$ cat src/rtl/l2_stream_pointer.sv
// Pointer/credit controller for one L2 prefetch stream.
// Issues host line requests into a ring of l2_ncl URAM slots, counts in-order responses
// and hands URAM slot pointers to the L1 reader.
module l2_stream_pointer #(
  parameter int unsigned addr_width   = 64,
  parameter int unsigned l2_ncl       = 256,
  parameter int unsigned l2_ncl_width = $clog2(l2_ncl),
  parameter int unsigned cl_bytes     = 128
) (
  input  logic                    clk,
  input  logic                    reset,
  input  logic                    i_rst_v,
  output logic                    i_rst_r,
  input  logic [addr_width-1:0]   i_rst_ea_b,
  input  logic [addr_width-1:0]   i_rst_ea_e,
  output logic                    o_rst_v,
  input  logic                    o_rst_r,
  output logic                    o_rst_end,
  input  logic                    i_rd_v,
  output logic                    i_rd_r,
  output logic                    o_addr_v,
  input  logic                    o_addr_r,
  output logic [l2_ncl_width-1:0] o_addr_ptr,
  output logic                    o_req_v,
  input  logic                    o_req_r,
  input  logic                    i_rsp_v,
  output logic                    i_rsp_r
);

  localparam int unsigned cnt_width = l2_ncl_width + 1;
  localparam logic [addr_width-1:0] line_mask = ~(addr_width'(cl_bytes - 1));
  localparam logic [addr_width-1:0] line_step = addr_width'(cl_bytes);
  localparam logic [cnt_width-1:0]  ring_size = cnt_width'(l2_ncl);

  logic                  active;
  logic [addr_width-1:0] cur_ea;
  logic [addr_width-1:0] end_ea;
  logic [cnt_width-1:0]  req_cnt;
  logic [cnt_width-1:0]  rsp_cnt;
  logic [cnt_width-1:0]  rd_cnt;

  logic [cnt_width-1:0]  outstanding;
  logic [cnt_width-1:0]  avail;
  logic [cnt_width-1:0]  used;
  logic [addr_width-1:0] ea_b_line;
  logic [addr_width-1:0] ea_e_line;
  logic                  new_has_lines;
  logic                  rst_xfer;
  logic                  req_xfer;
  logic                  rsp_xfer;
  logic                  rd_xfer;

  // Credit arithmetic and handshake readiness; a reset being accepted masks reads and requests
  // so no host request escapes into a stream whose counters are about to be cleared.
  always_comb begin
    outstanding   = req_cnt - rsp_cnt;
    avail         = rsp_cnt - rd_cnt;
    used          = req_cnt - rd_cnt;
    ea_b_line     = i_rst_ea_b & line_mask;
    ea_e_line     = i_rst_ea_e & line_mask;
    new_has_lines = ea_e_line > ea_b_line;
    i_rst_r       = (outstanding == '0) && !o_rst_v;
    rst_xfer      = i_rst_v && i_rst_r;
    o_req_v       = active && (cur_ea < end_ea) && (used < ring_size) && !rst_xfer;
    i_rsp_r       = outstanding != '0;
    i_rd_r        = (avail != '0) && (!o_addr_v || o_addr_r) && !rst_xfer;
    req_xfer      = o_req_v && o_req_r;
    rsp_xfer      = i_rsp_v && i_rsp_r;
    rd_xfer       = i_rd_v && i_rd_r;
  end

  // Stream state, counters and the notification / URAM address output registers.
  always_ff @(posedge clk) begin
    if (!reset) begin
      active     <= 1'b0;
      cur_ea     <= '0;
      end_ea     <= '0;
      req_cnt    <= '0;
      rsp_cnt    <= '0;
      rd_cnt     <= '0;
      o_rst_v    <= 1'b0;
      o_rst_end  <= 1'b0;
      o_addr_v   <= 1'b0;
      o_addr_ptr <= '0;
    end else begin
      if (rst_xfer) begin
        cur_ea    <= ea_b_line;
        end_ea    <= ea_e_line;
        req_cnt   <= '0;
        rsp_cnt   <= '0;
        rd_cnt    <= '0;
        active    <= new_has_lines;
        o_rst_v   <= 1'b1;
        o_rst_end <= !new_has_lines;
      end else begin
        if (o_rst_v && o_rst_r) begin
          o_rst_v <= 1'b0;
        end
        if (req_xfer) begin
          req_cnt <= req_cnt + cnt_width'(1);
          cur_ea  <= cur_ea + line_step;
        end
        if (rsp_xfer) begin
          rsp_cnt <= rsp_cnt + cnt_width'(1);
        end
        if (rd_xfer) begin
          rd_cnt <= rd_cnt + cnt_width'(1);
        end
      end
      if (rd_xfer) begin
        o_addr_v   <= 1'b1;
        o_addr_ptr <= rd_cnt[l2_ncl_width-1:0];
      end else if (o_addr_r) begin
        o_addr_v <= 1'b0;
      end
    end
  end

endmodule

$ cat config.mk
export PLATFORM = sky130hd
export DESIGN_NAME = l2_stream_pointer
export DESIGN_NICKNAME = d
export VERILOG_FILES = /design/src/rtl/l2_stream_pointer.sv
export SDC_FILE = /design/constraint.sdc
export NUM_CORES = 1
export LEC_CHECK = 0
export ABC_CLOCK_PERIOD_IN_PS = 8800
export CAP_MARGIN = 25
export CORE_ASPECT_RATIO = 0.8
export CORE_MARGIN = 5
export CORE_UTILIZATION = 35
export DETAILED_ROUTE_END_ITERATION = 6
export PLACE_DENSITY = 0.53
export SLEW_MARGIN = 40
export SYNTH_ARGS = -nofsm -noshare
export SYNTH_HDL_FRONTEND = slang
export SYNTH_SLANG_ARGS = --single-unit
$ cat constraint.sdc
create_clock -name clk -period 8.8 [get_ports clk]
set_clock_uncertainty 0.2 [all_clocks]
set_input_delay 1.76 -clock clk [delete_from_list [all_inputs] [get_ports clk]]
set_output_delay 1.76 -clock clk [all_outputs]
set_load 0.02 [all_outputs]
Run 1, metal 3:
Cells faint in the background.
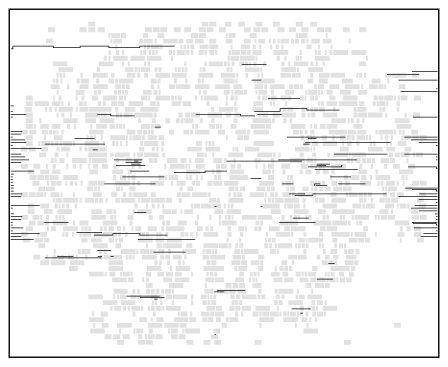
- nets with wire on the layer: 116
- main direction: horizontal
- share of all routed wire: 4.5%
- longest straight run: 40.5 µm
final WL: 30700 µm
M3 GR Usage: 0.0334

Run 1, routed metal per tile:
Bar = 50 µm. 20 x 17 tiles, from white (low) to dark blue (high), scaled to the fullest tile. Values are wire area over tile area, all layers added.
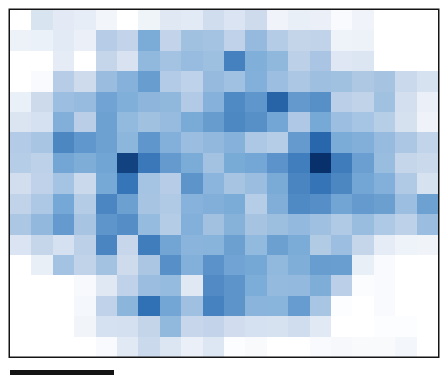
- nearly empty tiles: 14%
- emptiest ninth of the die: bottom right
- mean over tiles: 0.14
- fullest tile: 0.45
GRT Util Overall: 0.181
Routed WL per cell: 16.4 µm

==> reports/qor.csv, run 1 <==
stage,metric,value,unit
min_path,min_path_type,flip-flop to flip-flop,
final_timing,whs,0.250,ns
grt,grt_overflow,0,
route,via_count,9465,
die,n_tap_cell,413,
clock_network,cts_hold_buf,0,
setup_path,worst_setup_path_end_kind,output pin,
die,dieArea,34000,µm²
yosys,ys_warn_count,0,
power,sw_frac_of_total,0.410,
setup_path,crit_start,rsp_cnt[1]$_SDFFE_PP0P_,
power,p_leak,4.81,nW
yosys,synth_flops,153,
status,status,"finished, final reports clean",
grt,top_usage_layer,met2,
power,powerDensity,244,nW/µm²
placement,place_hpwl,22700,µm
setup_path,cp-start-kind,flip-flop,
grt,grt_max_degree,70,
finish,drive_gt1_frac,0.0540,
yosys,synth-main-ff-cell,dfxtp_1,
setup_path,worstPathRequired,6.84,ns
setup_path,slowest_stage,clkdlybuf4s50_1,
finish,comb_share,0.523,
finish,seq_share,0.237,
grt,grt_pass1_vias,9255,
final_timing,hold_viol_final,0,
route,top_layer,met4,
yosys,synthArstFlopShare,0,
clock_network,cts.clk_slew.worst_paths,0.06,ns
finish,num-nonclk-buffers,146,
route,drt_first_pass_iters,5,
setup_path,cp-endpoint,o_req_v,
yosys,synth_top_cell_by_area,dfxtp_1,
die,fp_util,0.352,
finish,top_regs,"cur_ea: 57 flops, end_ea: 57 flops",
clock_network,clk_path_buf_depth,2,
power,powerSeq,0.961,mW
yosys,syn_area_per_cell,7.94,µm²
Run 1, a small window of the routed layout:
Window x 82 to 122, y 63 to 103 µm. Cells in gray, sequential cells in the stronger gray; small squares are vias.
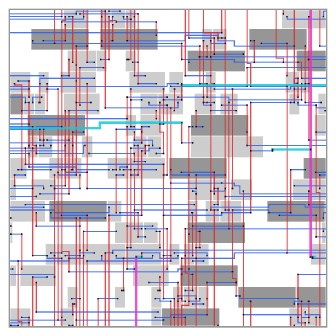
- met3: cyan
- met2: red
- met1: blue
- met4: magenta
- most frequent: dfxtp_1 (15), nand2_1 (13), inv_1 (11)
- sequential cells in the window: 15
- netlist names of flops here include: `end_ea` (6), `cur_ea` (4), `req_cnt` (3)
- cells with their middle in the window: 88

Run 1, clock routing:
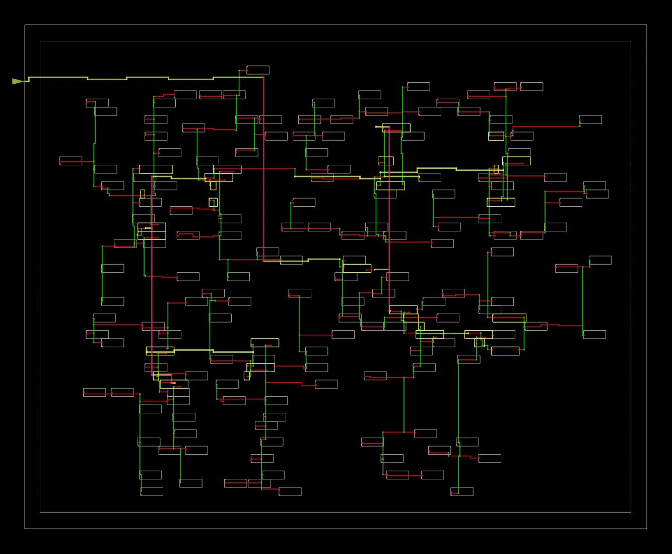
CTS sink cnt: 153
total clock network power: 0.739 mW
Clock Buffer Count: 22
Latency at later pin: 0.44 ns
TritonCTS Buffers: 17

run 1: kinds of logic after synthesis:
group                      Yosys count  synth area share
xor gates and xnor gates            81            0.0667
buffers and inverters              208            0.0772
adders and majority gates          140             0.165
and+or+nand+nor                    467             0.212
AOI/OAI and AO/OA                  277             0.179
muxes                               13            0.0124
DFF                                153             0.288
run 1: placed cells by master (no fill, tap or decap), types with 17 or more instances in the layout:
cell type	Yosys	layout
clkbuf_16	0	17
a21o_1	28	28
nor4_1	24	22
nand4_1	36	36
a21oi_1	117	117
nand3_1	57	57
dfxtp_1	153	153
xnor2_1	76	76
o21ai_0	42	42
a221oi_2	19	19
nor2_1	77	77
ha_1	140	140
nand2_1	164	164
clkdlybuf4s50_1	0	136
nor3_1	47	47
inv_1	154	153
Run 1, clock network drawn from the DEF:
Bar = 50 µm.
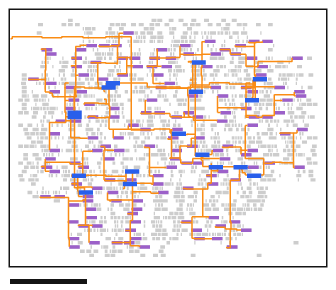

==> inputs of run 2 (changes only) <==
--- a/config.mk
+++ b/config.mk
@@ -5,13 +5,13 @@
 export SDC_FILE = /design/constraint.sdc
 export NUM_CORES = 1
 export LEC_CHECK = 0
-export ABC_CLOCK_PERIOD_IN_PS = 8800
+export ABC_CLOCK_PERIOD_IN_PS = 5250
 export CAP_MARGIN = 25
 export CORE_ASPECT_RATIO = 0.8
 export CORE_MARGIN = 5
 export CORE_UTILIZATION = 35
 export DETAILED_ROUTE_END_ITERATION = 6
-export PLACE_DENSITY = 0.53
+export PLACE_DENSITY = 0.55
 export SLEW_MARGIN = 40
 export SYNTH_ARGS = -nofsm -noshare
 export SYNTH_HDL_FRONTEND = slang
==> constraint.sdc (replaced) <==
create_clock -name clk -period 5.25 [get_ports clk]
set_clock_uncertainty 0.2 [all_clocks]
set_input_delay 1.05 -clock clk [delete_from_list [all_inputs] [get_ports clk]]
set_output_delay 1.05 -clock clk [all_outputs]
set_load 0.02 [all_outputs]
Run 2, clock network drawn from the DEF:
Bar = 50 µm.
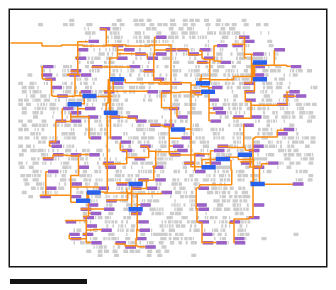
- flip-flops: purple (count 153)
- clock wires: orange (length 2380 µm)
- cells driving clock nets: blue (count 17)
- routed clock nets: 18
total clock network power: 1.38 mW
clock network fraction of design power: 0.254

==> reports/qor.csv, run 2 <==
stage,metric,value,unit
status,status,"finished, final reports clean",
finish,final_layout_top_logic_cells,"nand2_1 (164), inv_1 (153), dfxtp_1 (153)",
die,fp_util,0.352,
yosys,synth_flops,153,
clock_network,cts.clk_slew.worst_paths,0.07,ns
clock_network,clock.latency.late_pin,0.44,ns
grt,top_usage_layer,met1,
grt,grt_pass1_vias,9348,
yosys,synthArstFlopShare,0,
setup_path,crit_start,rsp_cnt[1]$_SDFFE_PP0P_,
grt,use_met3,0.0334,
die,n_tap_cell,413,
route,via_count,9517,
setup_path,worst_setup_path_end_kind,output pin,
grt,grt_max_degree,69,
setup_path,cp-endpoint,i_rd_r,
power,p_leak,4.85,nW
yosys,synth-main-ff-cell,dfxtp_1,
route,drt_first_pass_iters,6,
power,sw_frac_of_total,0.403,
clock_network,clk_path_buf_depth,2,
finish,top_regs,"cur_ea: 57 flops, end_ea: 57 flops",
setup_path,cp-start-kind,flip-flop,
yosys,syn_area_per_cell,7.94,µm²
grt,grt_usage,0.179,
finish,clkbuf_count,20,
final_timing,whs,0.250,ns
route,top_layer,met4,
finish,drive_gt1_frac,0.0560,
finish,mostFrequentLayoutCell,nand2_1,
yosys,synth_top_cell_by_area,dfxtp_1,
finish,seq_share,0.235,
clock_network,cts_sinks,153,
min_path,min_path_type,flip-flop to flip-flop,
yosys,ys_warn_count,0,
clock_network,numCtsBuffers,17,
route,wirelength,30500,µm
clock_network,cts_hold_buf,0,
placement,place_hpwl,22900,µm
power,powerDensity,419,nW/µm²
die,dieArea,34000,µm²
grt,grt_overflow,0,
==> run 2: cells by family after synthesis <==
| family | synth area share |
|---|---|
| AND-OR/OR-AND | 0.179 |
| buffers and inverters | 0.0772 |
| AND/OR/NAND/NOR | 0.212 |
| flip-flops | 0.288 |
| XOR/XNOR | 0.0667 |
| adder cells (fa/ha/maj) | 0.165 |
| multiplexers | 0.0124 |
==> run 2: critical path, cell delays in order (launching register included) <==
cell and delay (ns):
dfxtp_1 0.44, inv_1 0.10, ha_1 0.31, nor2b_1 0.16
o2111a_1 0.27, or4_1 0.46, a2111oi_2 0.56, o2111ai_4 0.26
o41ai_4 0.18, nor2_1 0.08, clkdlybuf4s50_1 0.56
==> inputs of run 3 (changes only) <==
--- a/config.mk
+++ b/config.mk
@@ -5,8 +5,6 @@
 export SDC_FILE = /design/constraint.sdc
 export NUM_CORES = 1
 export LEC_CHECK = 0
-export ABC_CLOCK_PERIOD_IN_PS = 5250
-export CAP_MARGIN = 25
 export CORE_ASPECT_RATIO = 0.8
 export CORE_MARGIN = 5
 export CORE_UTILIZATION = 35
Run 3, metal 3:
Cells faint in the background.
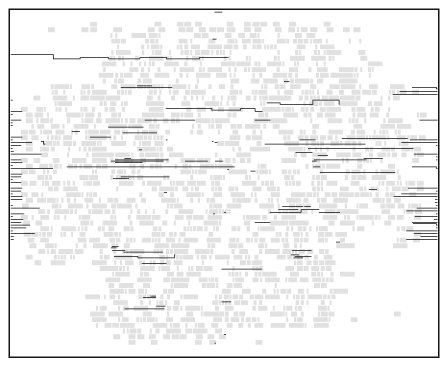
- longest straight run: 80.0 µm
- share of all routed wire: 4.7%
final WL: 30500 µm
routed vias: 9517

==> reports/qor.csv, run 3 <==
stage,metric,value,unit
status,status,"finished, final reports clean",
setup_path,worstPathRequired,4.00,ns
yosys,yosys.area_share.simple,0.212,
finish,drive_gt1_frac,0.0560,
power,p_clk_frac,0.254,
power,p_leak,4.85,nW
power,pg_clk,1.38,mW
grt,use_met3,0.0334,
clock_network,numCtsBuffers,17,
yosys,synthAdderAreaFrac,0.165,
clock_network,cts_sinks,153,
placement,place_hpwl,22900,µm
grt,grt_overflow,0,
route,drt_first_pass_iters,6,
die,dieArea,34000,µm²
setup_path,max_stage_delay,0.56,ns
finish,mostFrequentLayoutCell,nand2_1,
setup_path,cp-start-kind,flip-flop,
setup_path,crit_start,rsp_cnt[1]$_SDFFE_PP0P_,
grt,top_usage_layer,met1,
setup_path,critPathBufInv,2,
clock_network,clock.latency.late_pin,0.44,ns
setup_path,worst_setup_path_end_kind,output pin,
final_timing,whs,0.250,ns
grt,grt_pass1_vias,9348,
grt,grt_usage,0.179,
yosys,synth.comb.largest_family,simple AND/OR/NAND/NOR gates,
power,powerDensity,419,nW/µm²
final_timing,hold_viol_final,0,
setup_path,crit_family,AND-OR/OR-AND gates,
setup_path,path_cells,"inv_1, ha_1, nor2b_1, o2111a_1, or4_1, a2111oi_2, o2111ai_4, o41ai_4, nor2_1, clkdlybuf4s50_1",
yosys,ys_sh_xor,0.0667,
finish,final_layout_top_logic_cells,"nand2_1 (164), inv_1 (153), dfxtp_1 (153)",
clock_network,clk_path_buf_depth,2,
yosys,mux_area_frac,0.0124,
yosys,syn_area_per_cell,7.94,µm²
yosys,synthArstFlopShare,0,
setup_path,cp_num_cells,10,
yosys,synthAoiAreaFrac,0.179,
-- run 3: cell type report --
type                    count  area, µm²  area share
diodes                      1       2.50    0.000192
well taps                 413        517      0.0396
multi-input cells         978       6770       0.519
clock buffers              20        447      0.0343
repair buffers            148       1460       0.112
flip-flops and latches    153       3060       0.235
clock inverters            11        194      0.0149
inverters                 155        583      0.0447
-- run 3: routing by layer --
layer  wire length [µm]  vias to the layer above
met4                429                        0
met1              15700                     4403
met2              12900                      194
met3               1420                       20
li1                   -                     4900
met5                  0                        -
-- run 3: timing repair --
action | CTS | global route
endpoints found under the setup margin | 0 | 1
hold endpoints to repair | 0 | 0
resized | 0 | 1
setup buffers | 0 | 0
hold buffers | 0 | 0
Power is estimated from default activity; no workload was simulated.
